**config.mk**
```make
export PLATFORM = sky130hd
export DESIGN_NAME = dcache_port
export DESIGN_NICKNAME = d
export VERILOG_FILES = /design/src/rtl/dcache_port_pkg.sv /design/src/rtl/dcache_port_store_align.sv /design/src/rtl/dcache_port.sv
export SDC_FILE = /design/constraint.sdc
export NUM_CORES = 1
export LEC_CHECK = 0
export CAP_MARGIN = 20
export CORE_MARGIN = 10
export CORE_UTILIZATION = 35
export CTS_CLUSTER_DIAMETER = 60
export CTS_CLUSTER_SIZE = 10
export DETAILED_ROUTE_END_ITERATION = 6
export GPL_TIMING_DRIVEN = 0
export PLACE_DENSITY_LB_ADDON = 0.3
export SLEW_MARGIN = 20
export SYNTH_ARGS = -nofsm -noshare
export SYNTH_HDL_FRONTEND = slang
export SYNTH_SLANG_ARGS = --single-unit
```
**constraint.sdc**
```tcl
create_clock -name clk -period 2.45 [get_ports clk]
set_clock_uncertainty 0.15 [all_clocks]
set_input_delay 0.49 -clock clk [delete_from_list [all_inputs] [get_ports clk]]
set_output_delay 0.49 -clock clk [all_outputs]
set_load 0.02 [all_outputs]
```
**src/rtl/dcache_port_pkg.sv**
```systemverilog
// Shared types for the MEM-stage dcache port: access size encoding and the
// port FSM state constants, visible to the hazard unit as well.
package dcache_port_pkg;

    typedef enum logic [1:0] {
        SZ_B = 2'b00,
        SZ_H = 2'b01,
        SZ_W = 2'b10
    } mem_size_t;

    localparam logic [1:0] ST_IDLE = 2'b00;
    localparam logic [1:0] ST_BUSY = 2'b01;
    localparam logic [1:0] ST_DONE = 2'b10;

    // Halfwords need bit 0 clear, words need both low bits clear.
    function automatic logic addr_misaligned(input mem_size_t size, input logic [1:0] offset);
        return ((size == SZ_H) && offset[0]) || ((size == SZ_W) && (offset != 2'b00));
    endfunction

endpackage

```
**src/rtl/dcache_port_store_align.sv**
```systemverilog
// Combinational store-data lane shifter: moves byte/halfword data into the
// byte lanes selected by the low address bits.
module store_align
    import dcache_port_pkg::*;
(
    input  logic [31:0] wdata_i,
    input  mem_size_t   size_i,
    input  logic [1:0]  offset_i,
    output logic [31:0] wdata_o
);

    always_comb begin
        wdata_o = wdata_i;
        case (size_i)
            SZ_B:    wdata_o = wdata_i << {offset_i, 3'b000};
            SZ_H:    wdata_o = wdata_i << {offset_i[1], 4'b0000};
            default: wdata_o = wdata_i;
        endcase
    end

endmodule

```
**src/rtl/dcache_port.sv**
```systemverilog
// MEM-stage to dcache adapter: turns a level-held load/store into one dcache
// transaction with a stall handshake, registers load data, counts activity.
module dcache_port
    import dcache_port_pkg::*;
#(
    parameter int CNT_W = 32
) (
    input  logic             clk,
    input  logic             rst,
    input  logic             mem_read,
    input  logic             mem_write,
    input  logic [31:0]      mem_addr,
    input  logic [1:0]       mem_size,
    input  logic [31:0]      mem_wdata,
    input  logic [3:0]       mem_byte_enable,
    input  logic             hold_in,
    output logic             stall_out,
    output logic [31:0]      port_rdata,
    output logic             misaligned,
    output logic             dcache_read,
    output logic             dcache_write,
    output logic [31:0]      dcache_address,
    output logic [3:0]       dcache_mbe,
    output logic [31:0]      dcache_wdata,
    input  logic [31:0]      dcache_rdata,
    input  logic             dcache_resp,
    output logic [CNT_W-1:0] load_count,
    output logic [CNT_W-1:0] store_count,
    output logic [CNT_W-1:0] stall_cycles
);

    logic [1:0]       state_q, state_d;
    logic [31:0]      rdata_q, rdata_d;
    logic [CNT_W-1:0] load_q, load_d;
    logic [CNT_W-1:0] store_q, store_d;
    logic [CNT_W-1:0] stall_q, stall_d;

    logic      access;
    logic      mis;
    logic      req;
    logic      issue;
    logic      xfer_done;
    mem_size_t size;

    assign size      = mem_size_t'(mem_size);
    assign access    = mem_read | mem_write;
    assign mis       = access & addr_misaligned(size, mem_addr[1:0]);
    assign req       = access & ~mis;
    // BUSY keeps the strobes up on its own; DONE never issues, so a request
    // still held by a stalled pipeline cannot be replayed.
    assign issue     = ((state_q == ST_IDLE) & req) | (state_q == ST_BUSY);
    assign xfer_done = issue & dcache_resp;

    assign stall_out      = issue;
    assign misaligned     = mis;
    assign dcache_read    = issue & mem_read;
    assign dcache_write   = issue & mem_write & ~mem_read;
    assign dcache_address = {mem_addr[31:2], 2'b00};
    assign dcache_mbe     = issue ? mem_byte_enable : 4'b0000;
    assign port_rdata     = rdata_q;
    assign load_count     = load_q;
    assign store_count    = store_q;
    assign stall_cycles   = stall_q;

    store_align u_store_align (
        .wdata_i  (mem_wdata),
        .size_i   (size),
        .offset_i (mem_addr[1:0]),
        .wdata_o  (dcache_wdata)
    );

    always_comb begin
        state_d = state_q;
        case (state_q)
            ST_IDLE: if (req) state_d = dcache_resp ? ST_DONE : ST_BUSY;
            ST_BUSY: if (dcache_resp) state_d = ST_DONE;
            ST_DONE: if (!hold_in) state_d = ST_IDLE;
            default: state_d = ST_IDLE;
        endcase
    end

    always_comb begin
        rdata_d = rdata_q;
        load_d  = load_q;
        store_d = store_q;
        stall_d = stall_q;
        if (xfer_done && mem_read) begin
            rdata_d = dcache_rdata;
            load_d  = load_q + CNT_W'(1);
        end
        if (xfer_done && !mem_read) begin
            store_d = store_q + CNT_W'(1);
        end
        if (issue) begin
            stall_d = stall_q + CNT_W'(1);
        end
    end

    always_ff @(posedge clk) begin
        if (rst) begin
            state_q <= ST_IDLE;
            rdata_q <= '0;
            load_q  <= '0;
            store_q <= '0;
            stall_q <= '0;
        end else begin
            state_q <= state_d;
            rdata_q <= rdata_d;
            load_q  <= load_d;
            store_q <= store_d;
            stall_q <= stall_d;
        end
    end

endmodule

```
==> Changelog: implementation, run 1 <==
### Changed

* # clk buffers at 17
* Power Density at between 500 and 600 nW/um^2
* Vias in the first global route at between 7000 and 8000
* Yosys cell types at about 47
* Highest metal used: met4
* Tap cells at 260
* Chip area at 25250 sq um
* Most frequent logic cell in the layout: clkdlybuf4s50_1
* Clock sink total at approximately 130
* Layout cell share with drive strength beyond 1 at between 10% and 20%
* Yosys Instances at around 870
* Hold Fails Final Rpt at 0
* Fin. max-slew vios at 0
* Worst Setup Path Type: reg -> out
* Worst Path Max Fanout at 8
* Comb gate area at 3820 sq um
* Status: finished clean
* Htree depth at 4
* Antenna Nets Post-Route at 0
* Row Count at 50
* Top Ports at 308
* Met2 usage at between 30% and 40%
* NetSw at around 0.0016 W
* Filler cell count at ~1700
* Initial antenna violation count at 0
* Total grt overflow at 0
* GPL Wtd Cong at between 0.8 and 0.9
* Cell area after synthesis at 6754 sq um
* IO Port Bufs at approximately 270
* Tool warnings at 29
* Actual slew at the worst max-slew pin at between 0.6 and 0.7 ns
* CP Capture Type: output pin
* Fraction of registers with async set/reset at 0%
* P_int at between 0.004 and 0.005 W
* Post-Route Setup TNS at 0 ns
* Post-synth top area cell: dfxtp_1
* Logic share of the area at 35.63%
* Combinational power share at roughly 17%
* Non-clock buffer share at between 30% and 40%
* Cells after Synth at 872
* Most frequently placed logic cells in the final layout: clkdlybuf4s50_1 (229), dfxtp_1 (129), nand2_1 (128), a21oi_1 (93)
* VDD IR max at 462.0 uV
* Syn avg cell area at around 7.7 sq um
* Drc violations at 0
* Diodes inserted at 0
[run 1: what timing repair did]
item | 4_1_cts | 5_1_grt
hold buffers | 0 | 0
gates resized | 211 | 33
hold endpoints to repair | 0 | 0
pin swaps | 10 | 11
setup buffers | 16 | 14
endpoints found under the setup margin | 107 | 95
[run 1: cells by family after synthesis]
kind of cell	count (synthesis)	share of synthesized area (%)
xor+xnor	43	5.576
simple gates	410	31.62
other cells	1	0.05552
fa+ha+maj	3	0.5558
mux	10	1.482
flops	130	38.53
compound gates	183	14.97
buf+inv	92	7.206
[run 1: final timing paths]
| path | startpoint | endpoint | slack (ns) | cells past startpoint |
|---|---|---|---|---|
| worst max register to register | state_q[0] | load_count[15] | 0.12 | 7 |
| worst max-delay path | state_q[0] | dcache_write | 0.04 | 6 |
| worst min register to register | port_rdata[30] | port_rdata[30] | 0.30 | 2 |
| worst min-delay path | port_rdata[30] | port_rdata[30] | 0.30 | 2 |
[run 1: per-stage QoR]
stage	std cells	hold slack [ns]
global placement	1406	0.2903
detailed placement	1406	0.2955
finish	1466	0.3016
global route	1466	0.3223
CTS	1453	0.3048
floorplan	873	0.3831
[run 1: registers in the layout (all words and copies together), names as in the netlist]
signal	cells
port_rdata	32
stall_cycles	32
state_q	2
load_count	32
store_count	32
[run 1: power groups by stage]
stage                     logic, W  registers (W)  clock network (W)
after floorplan           0.000412        0.00226                  0
after global placement    0.000922        0.00222                  0
after detailed placement  0.000923        0.00222                  0
after CTS                 0.000945        0.00217            0.00261
after global routing       0.00103        0.00218            0.00270
final                     0.000952        0.00218            0.00255
[run 1: worst max-delay path: stages (launching register included)]
cell      delay (ns)
dfxtp_4         0.40
nor4bb_4        0.06
or2_4           0.27
nor3_4          0.20
buf_12          0.14
and3b_1         0.17
buf_6           0.12
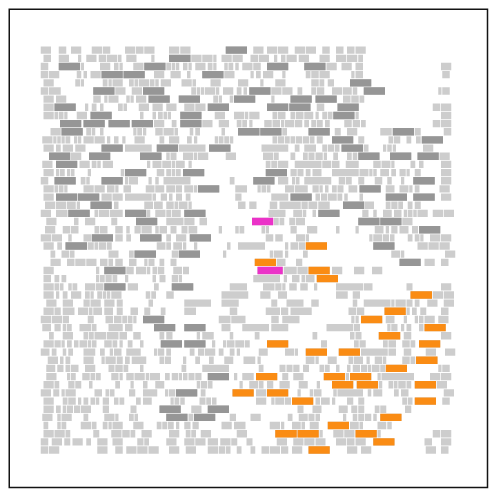
Figure 1: run 1, sequential cells colored by netlist name.
(3 px per um) Other sequential cells in the stronger gray, the rest of the logic in the fainter gray.
[orange] `store_count` | placed flops: 32
[magenta] `state_q` | placed flops: 2

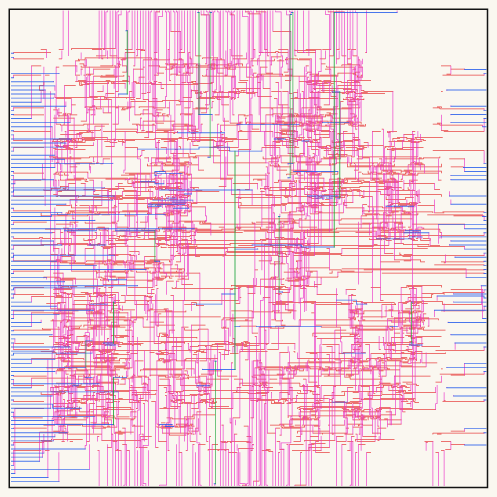
Figure 2: run 1, wiring by layer.
(3 px per um)
[magenta] metal 2 | wire length: 12300 um
[red] metal 1 | wire length: 10600 um
[blue] metal 3 | wire length: 2320 um
[green] metal 4 | wire length: 522 um
routed len/inst: 17.56 um
via count: 7571
GRT Util Overall: 19.20%

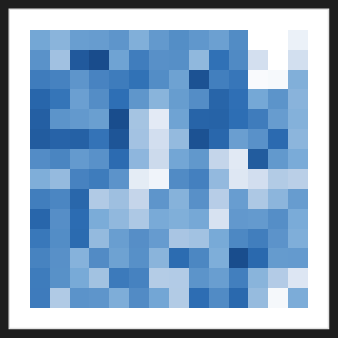
Figure 3: run 1, placement density heat map.
(2 px per um) The die is cut into 16 by 16 equal tiles; white is low, dark blue is high, 0 to 100% covered.
nearly empty tiles: 25%
mean over tiles: 41%
fullest tile: 89%
tiles over 75% full: 11%
emptiest ninth of the die: top right
Post-Route Utilization: 56.94%
Core Box Area: 18830 sq um

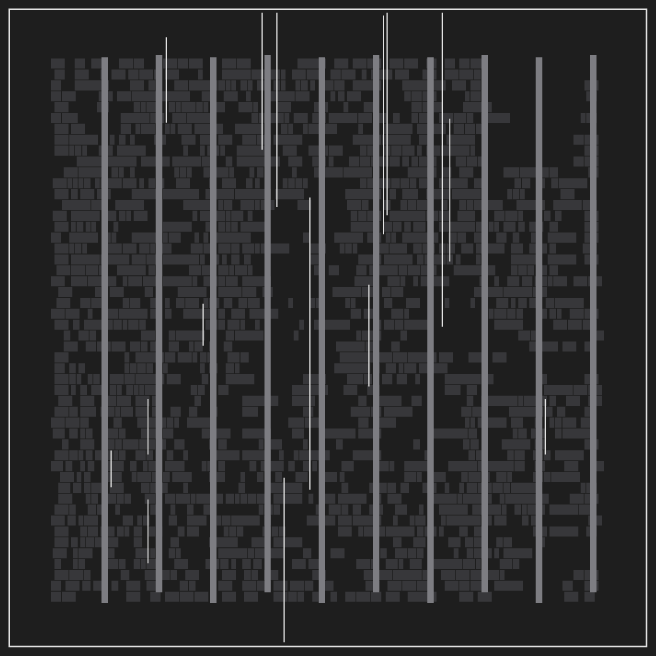
Figure 4: run 1, metal 4.
(4 px per um) Supply wires on this layer in gray. Cells faint in the background.
nets with wire on the layer: 15
main direction: vertical
share of all routed wire: 2.0%

Figure 5. The clock network (run 1).
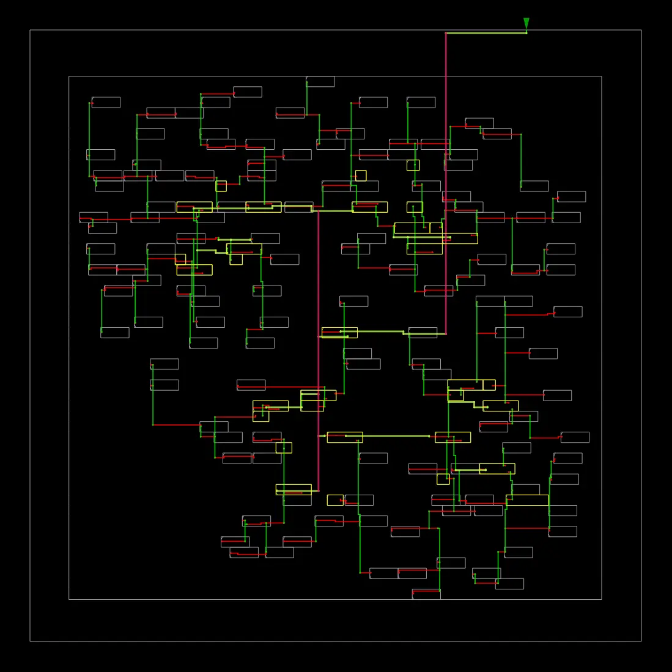

==> inputs of run 2 (changes only) <==
==> constraint.sdc (replaced) <==
create_clock -name clk -period 2.45 [get_ports clk]
set_clock_uncertainty 0.15 [all_clocks]
set_input_delay 0.3675 -clock clk [delete_from_list [all_inputs] [get_ports clk]]
set_output_delay 0.3675 -clock clk [all_outputs]
set_load 0.02 [all_outputs]
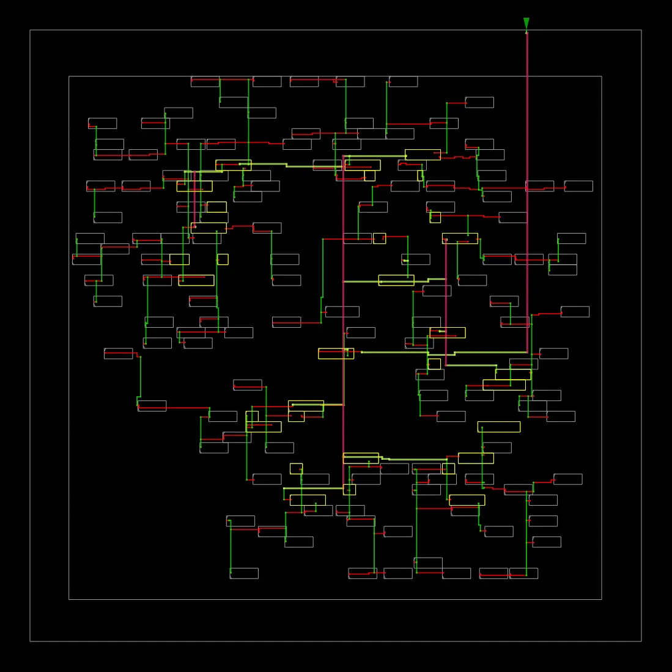
Figure 6: run 2, the clock network.
Num CTS Buffers: 17
# clk buffers: 20
clock sink total: 130
Latency at later pin: 0.42 ns

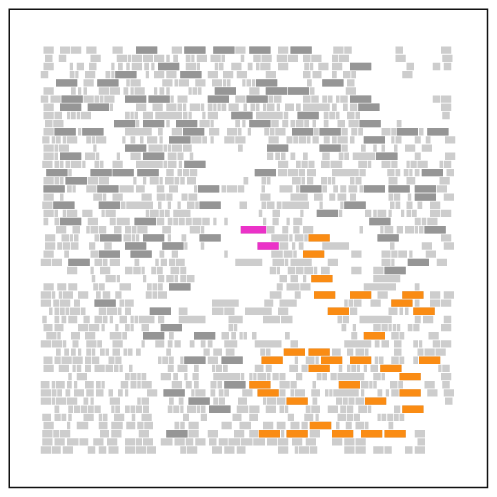
Figure 7: run 2, sequential cells colored by netlist name.
(3 px per um) Other sequential cells in the stronger gray, the rest of the logic in the fainter gray.
[orange] `store_count` | placed flops: 32
[magenta] `state_q` | placed flops: 2
not colored: 96
Post-Route Utilization: 56.54%
sequential power: 0.00218 W

==> run 2 against run 1 <==
Against the previous run: critical endpoint is now dcache_read; combinational power down 2.4%; routed wire length down 1.9%; count of clock-buffer cells in the layout up 3; highest routed layer unchanged; setup slack worse by 0.013 ns; clock power up 2%; core utilization down 0.40 points; synthesized cell count unchanged; largest power group unchanged; sequential power about the same; first-iteration DRC count down 18%; fmax down 0.53%.
==> Changelog: implementation, run 2 <==
### Changed

* Status: finished clean
* Filler cell count at 1760 (+2.6%)
* Layout cell share with drive strength beyond 1 at 11.50% (-3.2 points)
* Yosys cell types at 47 (unchanged)
* Row Count at 50 (unchanged)
* Initial antenna violation count at 1 (+1)
* Highest metal used: met4
* Final hold slack at 0.3040 ns (+0.002432 ns)
* Yosys Instances at 872 (unchanged)
* Syn avg cell area at 7.745 sq um (unchanged)
* CP top delay family: simple AND/OR/NAND/NOR gates
* Fin. max-slew vios at 0 (unchanged)
* CP Capture Type: output pin
* Cell area after synthesis at 6754 sq um (unchanged)
* Most frequently placed logic cells in the final layout: clkdlybuf4s50_1 (230), dfxtp_1 (129), nand2_1 (128), a21oi_1 (93), nor2_1 (63)
* Comb gate area at 3805 sq um (-0.39%)
* Worst Setup Path Type: reg -> out
* Core Box Area at 18830 sq um (unchanged)
* Crit path cell chain: nor3_4 -> or2_1 -> buf_6 -> nor3_4 -> buf_4 -> and2_1 -> buf_2
* Actual slew at the worst max-slew pin at 0.6673 ns (-0.005518 ns)
* Most frequent CP cell: nor3_4
* Drc violations at 0 (unchanged)
* WP buf/inv at 3 (+1)
* Chip area at 25250 sq um (unchanged)
* NetSw at 0.001559 W (-4.7%)
* Hold buffer count at cts at 0 (unchanged)
* Fraction of registers with async set/reset at 0% (unchanged)
* Post-synth top area cell: dfxtp_1
* Placed Instances at 1406 (unchanged)
* Vias in the first global route at 7278 (+0.069%)
* Total grt overflow at 0 (unchanged)
* GRT Util Overall at 19.36% (+0.16 points)
* VDD IR max at 494.8 uV (+7.1%)
* IO Port Bufs at 273 (unchanged)
* Tool warnings at 27 (-6.9%)
* Hold Fails Final Rpt at 0 (unchanged)
* Largest stage delay on the critical path at 0.39 ns (about the same)
* Htree depth at 4 (unchanged)
* Combinational power share at 16.3% (-0.5 points)
* Cells after Synth at 872 (unchanged)
* Routed len/inst at 17.39 um (-0.93%)
* Power Density at 536.6 nW/um^2 (+1.3%)
* P_int at 0.004154 W (+2.7%)
* Post-CTS Setup Inserts at 8 (-8)
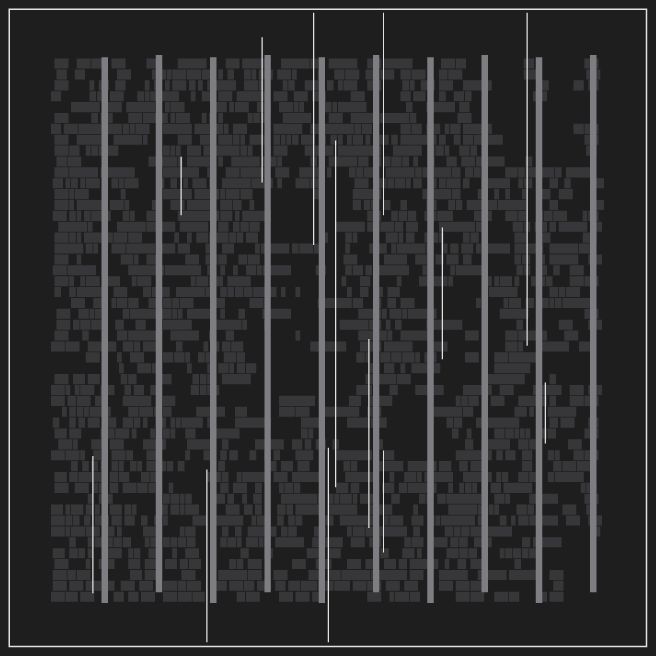
Figure 8: run 2, metal 4.
(4 px per um) Supply wires on this layer in gray. Cells faint in the background.
main direction: vertical
nets with wire on the layer: 11
longest straight run: 86.4 um
wire length on this layer: 573 um
share of all routed wire: 2.3%
via count: 7438
final wirelength: 25250 um

[run 2: cell count changes in the layout (fill, tap and decap cells not counted), moves of 4 or more]
cell	change
buf_2	-22
buf_4	-17
dlygate4sd2_1	+15
o21ai_0	+11
o21ai_1	-9
clkbuf_1	+6
and2_1	-4
and2_4	+4
inv_8	-4
[run 2: cell type report]
| class | instances | share of cell area (%) |
|---|---|---|
| antenna | 1 | 0.02350 |
| tap | 260 | 3.056 |
| inverter | 11 | 0.3878 |
| clock inverter | 12 | 1.375 |
| sequential | 130 | 24.48 |
| clock buffer | 20 | 4.290 |
| buffer | 79 | 4.348 |
| multi-input combinational | 651 | 35.74 |
| timing repair buffer | 288 | 26.30 |
[run 2: power groups by stage]
stage	combinational [W]	sequential, W	clock (W)
floorplan	0.000407	0.00226	0
global placement	0.000916	0.00222	0
detailed placement	0.000920	0.00222	0
CTS	0.000920	0.00218	0.00266
global route	0.00100	0.00218	0.00276
finish	0.000929	0.00218	0.00261
[run 2: path summary, 6_finish.rpt]
check	end	start	cells past startpoint	slack [ns]
max	dcache_read	state_q[0]	7	0.02
min	port_rdata[22]	port_rdata[22]	2	0.30
max reg2reg	store_count[20]	store_count[0]	6	0.16
min reg2reg	port_rdata[22]	port_rdata[22]	2	0.30
[run 2: tightest hold or removal path, stage by stage, from the launching register on]
cell     delay, ns
dfxtp_1       0.31
nand2_1       0.05
a21oi_1       0.05
[run 2: kinds of logic after synthesis]
group / after synthesis / share of synthesized area [%]
simple gates: 410 / 31.62
compound gates: 183 / 14.97
flops: 130 / 38.53
buf+inv: 92 / 7.206
xor+xnor: 43 / 5.576
mux: 10 / 1.482
fa+ha+maj: 3 / 0.5558
other cells: 1 / 0.05552
Figure 9. Placement density heat map (run 2).
(2 px per um) The die is cut into 16 by 16 equal tiles; white is low, dark blue is high, 0 to 100% covered.
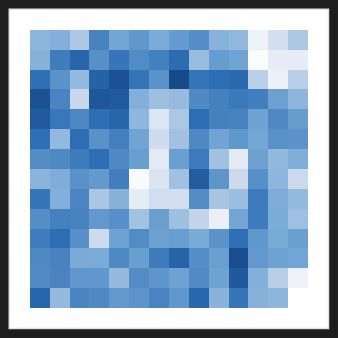

==> inputs of run 3 (changes only) <==
--- a/config.mk
+++ b/config.mk
@@ -5,6 +5,7 @@
 export SDC_FILE = /design/constraint.sdc
 export NUM_CORES = 1
 export LEC_CHECK = 0
+export ABC_AREA = 1
 export CAP_MARGIN = 20
 export CORE_MARGIN = 10
 export CORE_UTILIZATION = 35
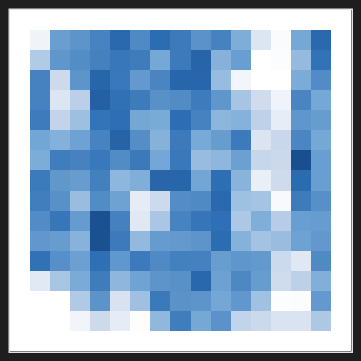
Figure 10: run 3, placement density heat map.
(2 px per um) The die is cut into 17 by 17 equal tiles; white is low, dark blue is high, 0 to 100% covered.
nearly empty tiles: 26%
densest ninth of the die: middle
tiles over 75% full: 6.6%
mean over tiles: 39%
Post-Route Utilization: 51.96%
Core Box Area: 22500 sq um
floorplan utilization: 35.34%

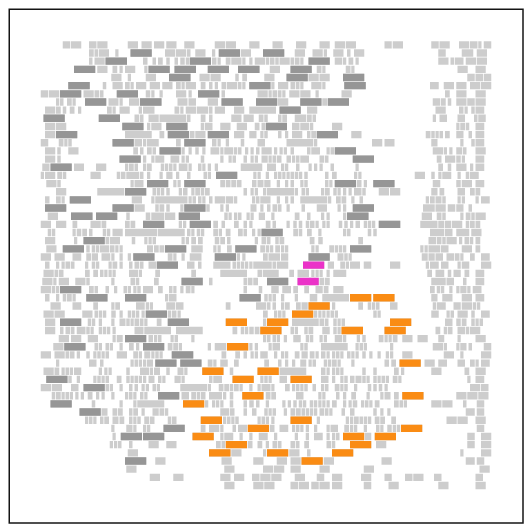
Figure 11: run 3, sequential cells colored by netlist name.
(3 px per um) Other sequential cells in the stronger gray, the rest of the logic in the fainter gray.
[orange] `store_count` | placed flops: 32
[magenta] `state_q` | placed flops: 2
not colored: 96
sequential share of cell area: 22.26%
register area: 2603 sq um

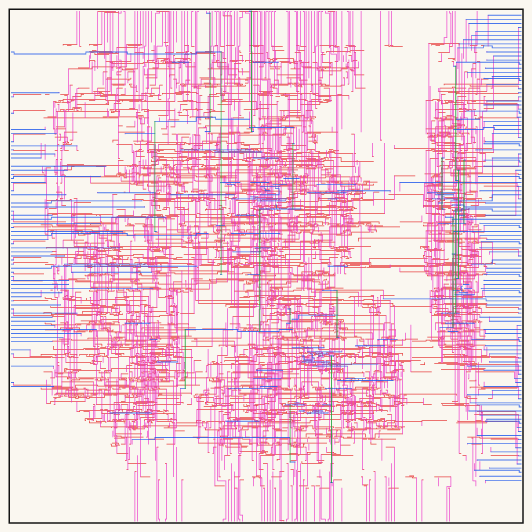
Figure 12: run 3, wiring by layer.
(3 px per um)
[green] metal 4 | wire length: 538 um
[magenta] metal 2 | wire length: 14600 um
[blue] metal 3 | wire length: 3180 um
[red] metal 1 | wire length: 12400 um
final wirelength: 30700 um
GRT Util Overall: 20.27%

==> run 3 against run 2 <==
Against the previous run: design area increased by 9.8%; critical endpoint is now misaligned; combinational power increased by about 20%; count of clock-buffer cells in the layout decreased by 3; total power increased by 1.8%; setup slack improved by 0.033 ns; via count increased by 26%; core utilization decreased by 4.6 points.
==> Changelog: implementation, run 3 <==
### Changed

* Cells after Synth at 1314 (+51%)
* Via count at 9365 (+26%)
* Drc violations at 0 (unchanged)
* Worst Setup Path Type: in -> out
* Vias in the first global route at 9018 (+24%)
* Power Density at 497.3 nW/um^2 (-7.3%)
* Tool warnings at 26 (-3.7%)
* Post-synth top area cell: dfxtp_1
* Chip area at 29150 sq um (+15%)
* Most frequently placed logic cells in the final layout: nand2_1 (429), clkdlybuf4s50_1 (230), nor2_1 (213), dfxtp_1 (130), inv_1 (122)
* Htree depth at 4 (unchanged)
* WP buf/inv at 3 (unchanged)
* Layout cell share with drive strength beyond 1 at 8.677% (-2.8 points)
* Final hold slack at 0.2648 ns (-0.03921 ns)
* CP Capture Type: output pin
* Diodes inserted at 0 (-1)
* Clock sink total at 130 (unchanged)
* Filler cell count at 2310 (+31%)
* Placed Instances at 1873 (+33%)
* Routed len/inst at 16.07 um (-7.6%)
* Largest stage delay on the critical path at 0.67 ns (+0.28 ns)
* Hold Fails Final Rpt at 0 (unchanged)
* Fraction of registers with async set/reset at 0% (unchanged)
* Actual slew at the worst max-slew pin at 0.7196 ns (+0.05234 ns)
* VDD IR max at 500.3 uV (+1.1%)
* Initial antenna violation count at 0 (-1)
* R2R setup slack at 0.27 ns (+0.11 ns)
* Cell area after synthesis at 7953 sq um (+18%)
* Num CTS Buffers at 17 (unchanged)
* Yosys cell types at 38 (-19%)
* Status: finished clean
* Highest metal used: met4
* Row Count at 55 (+10%)
* Most frequent CP cell: clkdlybuf4s50_1
==> run 3: netlist changes by cell type in the layout (fill, tap and decap cells not counted), sizes merged, moves of 20 or more <==
cell    delta
inv      +113
nor2     +151
nand2    +308
clkbuf    -25
or3       -30
nand3     +38
or4       -24
o21ai     -20
==> run 3: cell families (layout without fill, tap and decap cells) <==
kind of cell / count (synthesis) / in the layout / share of synthesized area, %
simple gates: 777 / 777 / 40.06
flops: 130 / 130 / 32.73
fa+ha+maj: 3 / 3 / 0.4720
xor+xnor: 24 / 24 / 2.643
compound gates: 172 / 172 / 11.71
buf+inv: 207 / 517 / 12.35
other cells: 1 / 2 / 0.04715
==> run 3: worst register-to-register path, cell delays in order, from the launching register on <==
cell and delay, ns:
dfxtp_1 0.49, ha_1 0.26, nand3_1 0.16, nor2_2 0.19
nand2_1 0.15, inv_1 0.15, nand2_1 0.06, nor2_1 0.21
nand3_1 0.11, nand2_1 0.07, inv_1 0.03, nor2_1 0.08
==> run 3: power breakdown <==
group | internal, W | switching, W
Clock | 0.00150 | 0.00106
Sequential | 0.00215 | 0.0000296
Combinational | 0.000452 | 0.000620
==> run 3: path summary, 6_finish.rpt <==
| check | start | end | depth (start not counted) |
|---|---|---|---|
| hold / removal | mem_read | store_count[3] | 4 |
| hold reg to reg | port_rdata[19] | port_rdata[19] | 2 |
| setup reg to reg | stall_cycles[0] | stall_cycles[24] | 11 |
| setup / recovery | mem_write | misaligned | 5 |
==> run 3: final cells by class <==
class                   count  area share, %
flip-flops and latches    130          22.26
clock buffers              17          3.638
inverters                 126          4.088
clock inverters            15          1.359
plain buffers              81          4.740
repair buffers            278          22.95
well taps                 285          3.050
multi-input cells         978          37.91
Power and IR drop assume default switching activity.
